===== src/rtl/sort_stream_ctrl.sv =====
// sort_stream_ctrl: streams N elements into fsm_sort, runs start/done handshake, streams sorted result out.
// Optional SORT_CHECK_EN adds a sticky sort_err flag for out-of-order sorter results.
module sort_stream_ctrl #(
    parameter int N       = 6,
    parameter int WIDTH   = 8,
    parameter int TIMEOUT = 255
) (
    input  logic             clk,
    input  logic             rst,
    input  logic             s_valid,
    input  logic [WIDTH-1:0] s_data,
    output logic             s_ready,
    output logic             sort_start,
    output logic [WIDTH-1:0] sort_data_in [N],
    input  logic             sort_done,
    input  logic [WIDTH-1:0] sort_data_sorted [N],
    output logic             m_valid,
    output logic [WIDTH-1:0] m_data,
    output logic             m_last,
    input  logic             m_ready,
    output logic             busy,
`ifdef SORT_CHECK_EN
    output logic             sort_err,
`endif
    output logic             timeout
);
    localparam int CW = $clog2(N);
    localparam int TW = $clog2(TIMEOUT + 1);
    typedef enum logic [1:0] {LOAD, START, WAIT, DRAIN} state_t;
    state_t           state, nxt;
    logic [WIDTH-1:0] inbuf  [N];
    logic [WIDTH-1:0] outbuf [N];
    logic [CW-1:0]    wr_cnt, rd_cnt;
    logic [TW-1:0]    tmo_cnt;
    logic             armed;
    logic             wr_last, tmo_hit, capture;
    assign sort_data_in = inbuf;
    assign wr_last = wr_cnt == CW'(N - 1);
    assign tmo_hit = tmo_cnt == TW'(TIMEOUT - 1);
    // armed only after done has been seen low, so a done left over from the previous batch is ignored
    assign capture = armed && sort_done;
`ifdef SORT_CHECK_EN
    logic unsorted;
    always_comb begin
        unsorted = 1'b0;
        for (int i = 0; i < N - 1; i++)
            unsorted = unsorted | (sort_data_sorted[i] > sort_data_sorted[i+1]);
    end
`endif
    always_ff @(posedge clk or negedge rst) begin
        if (!rst) begin
            state   <= LOAD;
            inbuf   <= '{default: '0};
            outbuf  <= '{default: '0};
            wr_cnt  <= '0;
            rd_cnt  <= '0;
            tmo_cnt <= '0;
            armed   <= 1'b0;
            timeout <= 1'b0;
`ifdef SORT_CHECK_EN
            sort_err <= 1'b0;
`endif
        end else begin
            state <= nxt;
            case (state)
                LOAD: if (s_valid) begin
                    inbuf[wr_cnt] <= s_data;
                    wr_cnt        <= wr_last ? '0 : wr_cnt + 1'b1;
                end
                START: begin
                    armed   <= 1'b0;
                    tmo_cnt <= '0;
                end
                WAIT: if (capture) begin
                    outbuf <= sort_data_sorted;
`ifdef SORT_CHECK_EN
                    sort_err <= sort_err | unsorted;
`endif
                end else begin
                    armed   <= armed | ~sort_done;
                    tmo_cnt <= tmo_cnt + 1'b1;
                    timeout <= timeout | tmo_hit;
                end
                DRAIN: if (m_ready) rd_cnt <= m_last ? '0 : rd_cnt + 1'b1;
                default: ;
            endcase
        end
    end
    always_comb begin
        nxt        = state;
        s_ready    = state == LOAD;
        sort_start = state == START;
        m_valid    = state == DRAIN;
        busy       = state != LOAD;
        m_data     = m_valid ? outbuf[rd_cnt] : '0;
        m_last     = m_valid && rd_cnt == CW'(N - 1);
        case (state)
            LOAD:    nxt = (s_valid && wr_last) ? START : LOAD;
            START:   nxt = WAIT;
            WAIT:    nxt = capture ? DRAIN : tmo_hit ? LOAD : WAIT;
            DRAIN:   nxt = (m_ready && m_last) ? LOAD : DRAIN;
            default: nxt = LOAD;
        endcase
    end
endmodule


===== config.mk =====
export PLATFORM = sky130hd
export DESIGN_NAME = sort_stream_ctrl
export DESIGN_NICKNAME = d
export VERILOG_FILES = /design/src/rtl/sort_stream_ctrl.sv
export SDC_FILE = /design/constraint.sdc
export NUM_CORES = 1
export LEC_CHECK = 0
export CORE_MARGIN = 4
export CORE_UTILIZATION = 50
export DETAILED_ROUTE_END_ITERATION = 6
export DONT_BUFFER_PORTS = 1
export PLACE_DENSITY = 0.62
export SETUP_SLACK_MARGIN = 0.4
export SLEW_MARGIN = 20
export SYNTH_ARGS = -nofsm -noshare
export SYNTH_HDL_FRONTEND = slang
export SYNTH_SLANG_ARGS = --single-unit

===== constraint.sdc =====
create_clock -name clk -period 3.05 [get_ports clk]
set_clock_uncertainty 0.1 [all_clocks]
set_input_delay 0.61 -clock clk [delete_from_list [all_inputs] [get_ports clk]]
set_output_delay 0.61 -clock clk [all_outputs]
set_load 0.005 [all_outputs]

==> qor.tcl, run 1 <==
set qor(outcome) {finished with violations}
set qor(violations) {negative hold slack}
set qor(adder_share) 0.0103
set qor(post_layout_nonfiller_instances) 487
set qor(fin_tns_setup_ps) 0
set qor(final_layout_top_logic_cell) {sky130_fd_sc_hd__dfrtp_1}
set qor(ctsHtreeMaxLevel) 4
set qor(worstMarginPinSlew_ps) 842
set qor(dr.max_layer_used) {met5}
set qor(floorplanUtilization) 0.519
set qor(gp_congestion) 0.760
set qor(port_buffers) 0
set qor(path_max_fanout) 13
set qor(proportion_of_cell_area_spent_on_the_clock_network) 0.106
set qor(global_routing_usage_on_met2) 0.282
set qor(fin_total_pwr_mw) 6.27
set qor(grt_first_pass_wirelength_microns) 16900
set qor(synth_largest_type_area_fraction) 0.589
set qor(vias_per_cell) 5.59
set qor(place.detailed.instances) 455
set qor(floorplan.tapcells) 129
set qor(fp.dieArea_sq_um) 11300
set qor(initialDrtViolationCount) 158
set qor(combPwrFrac) 0.235
set qor(worst_setup_hold_path_clk_slew_ps) 50
set qor(yosys_stat_area_sq_um) 4840
set qor(critical_path.max_stage_delay_ps) 560
set qor(postSynthCellCount) 336
set qor(yosys.stat.seqShare) 0.589
set qor(fmax_ghz) 0.397
set qor(worst_r2r_endpoint) {sort_data_in[4]}
set qor(synth-edff-count) 0
set qor(cts.path.max_buffers) 2
set qor(post-route-period-util) 0.825
set qor(grt_use_met1) 0.269
set qor(post-route-min-period_ps) 2520
set qor(post_synth_ao_oa_area_fraction) 0.0403
set qor(met2WireLength_microns) 4640
set qor(power.share.switching) 0.296
set qor(fraction_of_final_layout_cells_with_drive_strength_greater_than_1) 0.409
set qor(worst_hold_slack_ps) -300
set qor(comb_share) 0.338
set qor(grt_start_max_net_pins) 115
set qor(flop_latch_power_mw) 2.83
set qor(synth.yosys.num_cells) 336
set qor(startpoint_type) {flip-flop}
set qor(post_dp_cell_area_sq_um) 4980
set qor(power.leakage_nw) 2.50
set qor(die_width_microns) 106
set qor(finalHoldViolations) 114
set qor(cp_data_required_time_ps) 2340
set qor(netlist-cell-type-count) 38
set qor(number_of_gates_on_the_worst_path_with_buffers_counted) 3
set qor(wl_met3_microns) 864
set qor(layout.non_clock_inverters) 16
set qor(comb_cells) 194
set qor(grt-ovfl-total) 0
set qor(synth_area_per_cell_sq_um) 14.4
set qor(synthTopCellsByArea) {sky130_fd_sc_hd__dfrtp_1 (59%), sky130_fd_sc_hd__mux2_2 (22%), sky130_fd_sc_hd__mux4_2 (3.7%)}
set qor(ys_seq_elements) 114
set qor(timing.max_cap.violations) 0
set qor(core-area_sq_um) 9330
set qor(switchingPower_mw) 1.86
set qor(rsz0062_at_grt) {false}
set qor(wirelength_met1_microns) 4770
set qor(global_route_layer_with_the_greatest_usage) {met2}
set qor(regArea_sq_um) 2860
set qor(tritoncts) {done}
set qor(slew_viol_final) 0
set qor(post_synth_xor_area_fraction) 0.00362
set qor(num_io_pins) 123
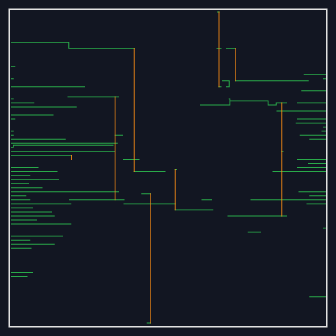
run_1/metal_stack.png
Two of the layers only.
layer	colour	wire length
met3	green	865 microns
met4	orange	209 microns
total routing usage reported by global routing: 0.198
Wirelength per Cell: 21.6 microns
routed wire length: 10500 microns
number of vias in the routed layout: 2723

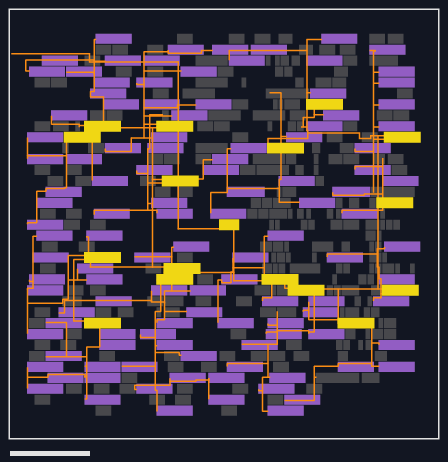
run_1/clock_map.png
Scale bar: 20 microns.
[clock wires] orange | length: 1460 microns
[flip-flops] purple | count: 114
[cells driving clock nets] yellow | count: 17
flops lie	widely spread
routed clock nets	18
insertion delay at the late pin of the worst-skew pair: 510 ps
power in the clock group: 1.97 mW

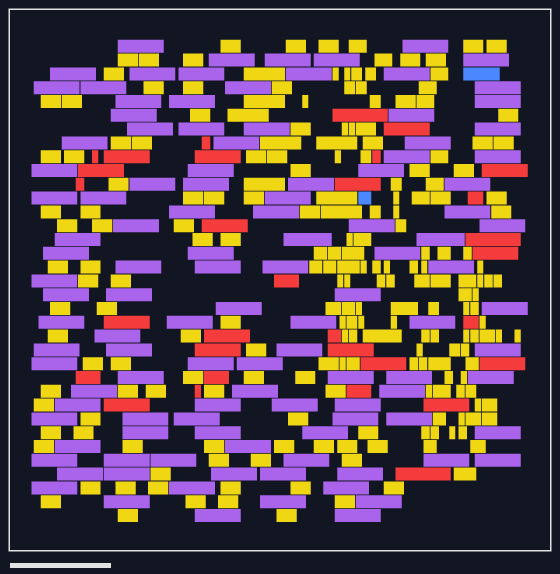
run_1/cell_classes.png
Scale bar: 20 microns.
class	colour	cells	share of their area
flip-flops	purple	114	53%
other buffers and delay cells	blue	2	0.51%
all other logic	yellow	210	36%
clock drivers and dummy loads	red	31	11%
Seq/total area: 0.511
final core utilization: 0.599

--- run 2 (diff from run 1) ---
==> constraint.sdc (replaced) <==
create_clock -name clk -period 2.5 [get_ports clk]
set_clock_uncertainty 0.1 [all_clocks]
set_input_delay 0.5 -clock clk [delete_from_list [all_inputs] [get_ports clk]]
set_output_delay 0.5 -clock clk [all_outputs]
set_load 0.005 [all_outputs]
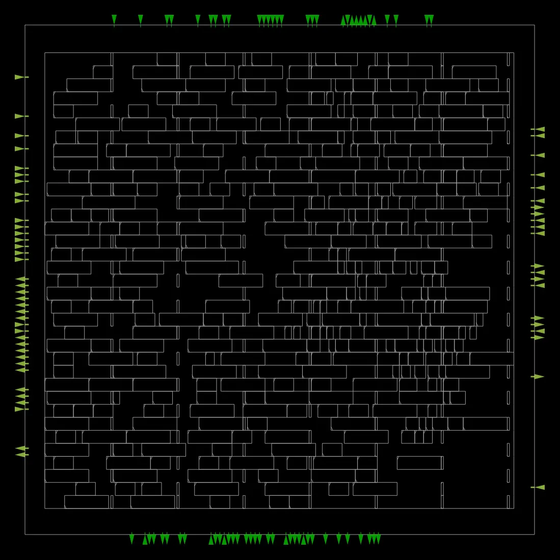
run_2/final_placement.png
Seq/total area: 0.487
final core utilization: 0.628

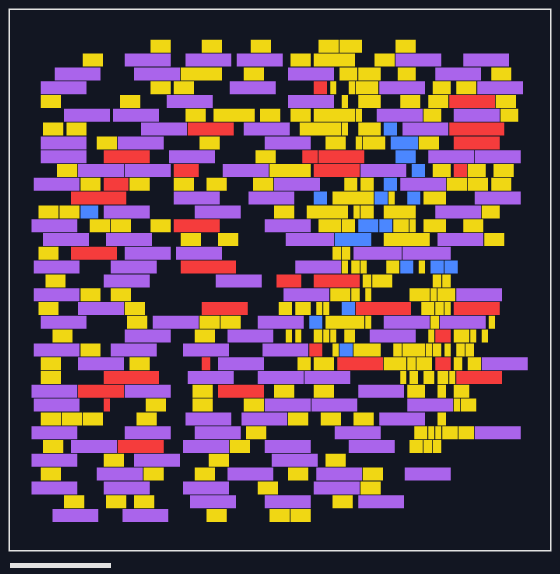
run_2/cell_classes.png
Scale bar: 20 microns.
class	colour	cells	share of their area
flip-flops	purple	114	50%
all other logic	yellow	210	36%
clock drivers and dummy loads	red	32	11%
other buffers and delay cells	blue	18	2.9%
placeable core region: 9330 sq um
Design Area, Final: 5860 sq um
site row count: 35

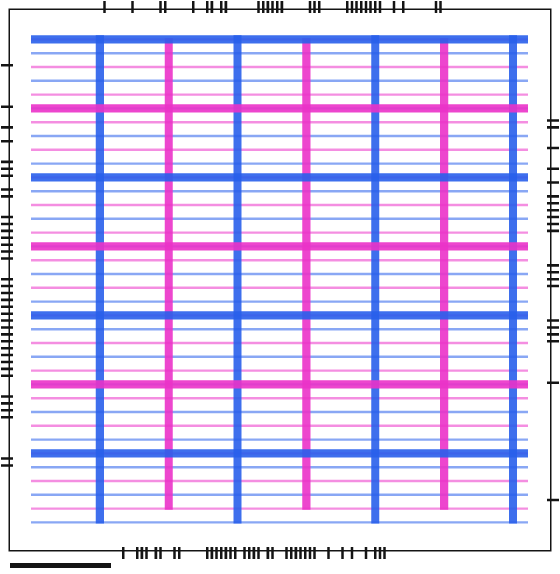
run_2/pdn.png
Scale bar: 20 microns. Pins as bars on the die edge.
net	colour
VDD	magenta
VSS	blue
signal pins	123
met1 rails	36
met5 straps	7

==> qor.tcl, run 2 <==
set qor(worst_skew_pair.late_latency_ps) 510 ;# about the same
set qor(adder_share) 0.0103 ;# unchanged
set qor(num_io_pins) 123 ;# unchanged
set qor(dr.max_layer_used) {met5}
set qor(wirelength_microns) 10500 ;# about the same
set qor(regArea_sq_um) 2860 ;# about the same
set qor(power.leakage_nw) 2.61 ;# +4.3%
set qor(global_routing_usage_on_met2) 0.284 ;# +0.00181
set qor(synth_largest_type_area_fraction) 0.589 ;# unchanged
set qor(postSynthCellCount) 336 ;# unchanged
set qor(wirelength_met1_microns) 4700 ;# -1.4%
set qor(post-route-min-period_ps) 2320
set qor(fin_tns_setup_ps) 0 ;# unchanged
set qor(fp.dieArea_sq_um) 11300 ;# unchanged
set qor(power.share.switching) 0.296 ;# about the same
set qor(initialDrtViolationCount) 115 ;# -27%
set qor(layout.cells.most_common_list) {sky130_fd_sc_hd__dfrtp_1 (111), sky130_fd_sc_hd__mux2_2 (96), sky130_fd_sc_hd__clkbuf_16 (16), sky130_fd_sc_hd__nand2_1 (14), sky130_fd_sc_hd__buf_4 (13)}
set qor(post_dp_cell_area_sq_um) 5010 ;# +0.50%
set qor(fin_total_pwr_mw) 8.25 ;# +32%
set qor(outcome) {finished with violations}
set qor(combPwrFrac) 0.271 ;# +0.036
set qor(crit_path_cell_chain) {buf_6 -> mux4_2 -> inv_2 -> o22ai_2}
set qor(cp_data_required_time_ps) 1900 ;# -440 ps
set qor(clock_buffer_count) 20
set qor(ctsHtreeMaxLevel) 4 ;# unchanged
set qor(route.vias.total) 2851 ;# +4.7%
set qor(gp_congestion) 0.762 ;# +0.36%
set qor(switchingPower_mw) 2.44 ;# +32%
set qor(worstMarginPinSlew_ps) 446 ;# -396 ps
set qor(top_power_group) {sequential cells}
set qor(grt-ovfl-total) 0 ;# unchanged
set qor(grt_start_max_net_pins) 115 ;# unchanged
set qor(port_buffers) 0 ;# unchanged
set qor(floorplanUtilization) 0.519 ;# unchanged
set qor(global_route_layer_with_the_greatest_usage) {met2}
set qor(wl_per_cell_microns) 20.8 ;# -3.3%
set qor(proportion_of_cell_area_spent_on_the_clock_network) 0.111 ;# +0.00467
set qor(wl_met3_microns) 990 ;# +15%
set qor(slew_viol_final) 0 ;# unchanged
set qor(critical_path.max_stage_delay_ps) 520 ;# -40 ps
set qor(layout.non_clock_inverters) 16 ;# unchanged
set qor(worst_hold_slack_ps) -416 ;# -115 ps
set qor(final_layout_top_logic_cell) {sky130_fd_sc_hd__dfrtp_1}
set qor(post-route-period-util) 0.928
set qor(cts_resized) 21
set qor(floorplan.tapcells) 129 ;# unchanged
set qor(n_antenna_cell) 1
set qor(comb_cells) 194 ;# unchanged
set qor(flop_latch_power_mw) 3.40 ;# +20%
set qor(worstRegToRegCells) 4
set qor(post_layout_nonfiller_instances) 504 ;# +3.5%
set qor(fraction_of_final_layout_cells_with_drive_strength_greater_than_1) 0.492 ;# +0.0830
set qor(rsz0062_at_grt) {true}
set qor(cts.path.max_buffers) 2 ;# unchanged
set qor(comb_share) 0.336 ;# -0.00249
set qor(ys_seq_elements) 114 ;# unchanged
set qor(synth_area_per_cell_sq_um) 14.4 ;# unchanged
set qor(yosys.stat.seqShare) 0.589 ;# unchanged
set qor(area_growth_pct) 21.0
set qor(power.clock.total_mw) 2.62 ;# +33%
set qor(tritoncts) {done}
set qor(place.detailed.instances) 460 ;# +1.1%
set qor(grtUsageTotal) 0.200 ;# +0.00147
set qor(synthTopCellsByArea) {sky130_fd_sc_hd__dfrtp_1 (59%), sky130_fd_sc_hd__mux2_2 (22%), sky130_fd_sc_hd__mux4_2 (3.7%)}
set qor(startpoint_type) {flip-flop}
set qor(met2WireLength_microns) 4710 ;# +1.4%
set qor(die_width_microns) 106 ;# unchanged
set qor(worstSetupEndpoint) {m_data[6]}
set qor(timing.max_cap.violations) 0 ;# unchanged
set qor(fmax_ghz) 0.431
set qor(finalHoldViolations) 114 ;# unchanged
set qor(route.detailed.drc) 0
set qor(vias_per_cell) 5.66 ;# +1.2%
set qor(die_height_microns) 106
set qor(grt_use_met1) 0.265 ;# -0.00339
set qor(synth-edff-count) 0 ;# unchanged
set qor(grt_first_pass_wirelength_microns) 16900 ;# +0.12%
set qor(synth.yosys.num_cells) 336 ;# unchanged
set qor(post_synth_ao_oa_area_fraction) 0.0403 ;# unchanged
set qor(worst_r2r_endpoint) {sort_data_in[19]}
set qor(critical_path.slowest_cell) {sky130_fd_sc_hd__mux4_2}
set qor(netlist-cell-type-count) 38 ;# unchanged
set qor(path_max_fanout) 4 ;# -9
set qor(number_of_gates_on_the_worst_path_with_buffers_counted) 4 ;# +1
set qor(post_synth_xor_area_fraction) 0.00362 ;# unchanged
set qor(worst_setup_hold_path_clk_slew_ps) 50 ;# about the same
set qor(yosys_stat_area_sq_um) 4840 ;# unchanged
set qor(violations) {negative hold slack}
set qor(internal_power_mw) 5.80
set qor(detail_route.first_pass.iterations) 6
Power figures rest on the tool's default switching activity, not on a simulated workload.
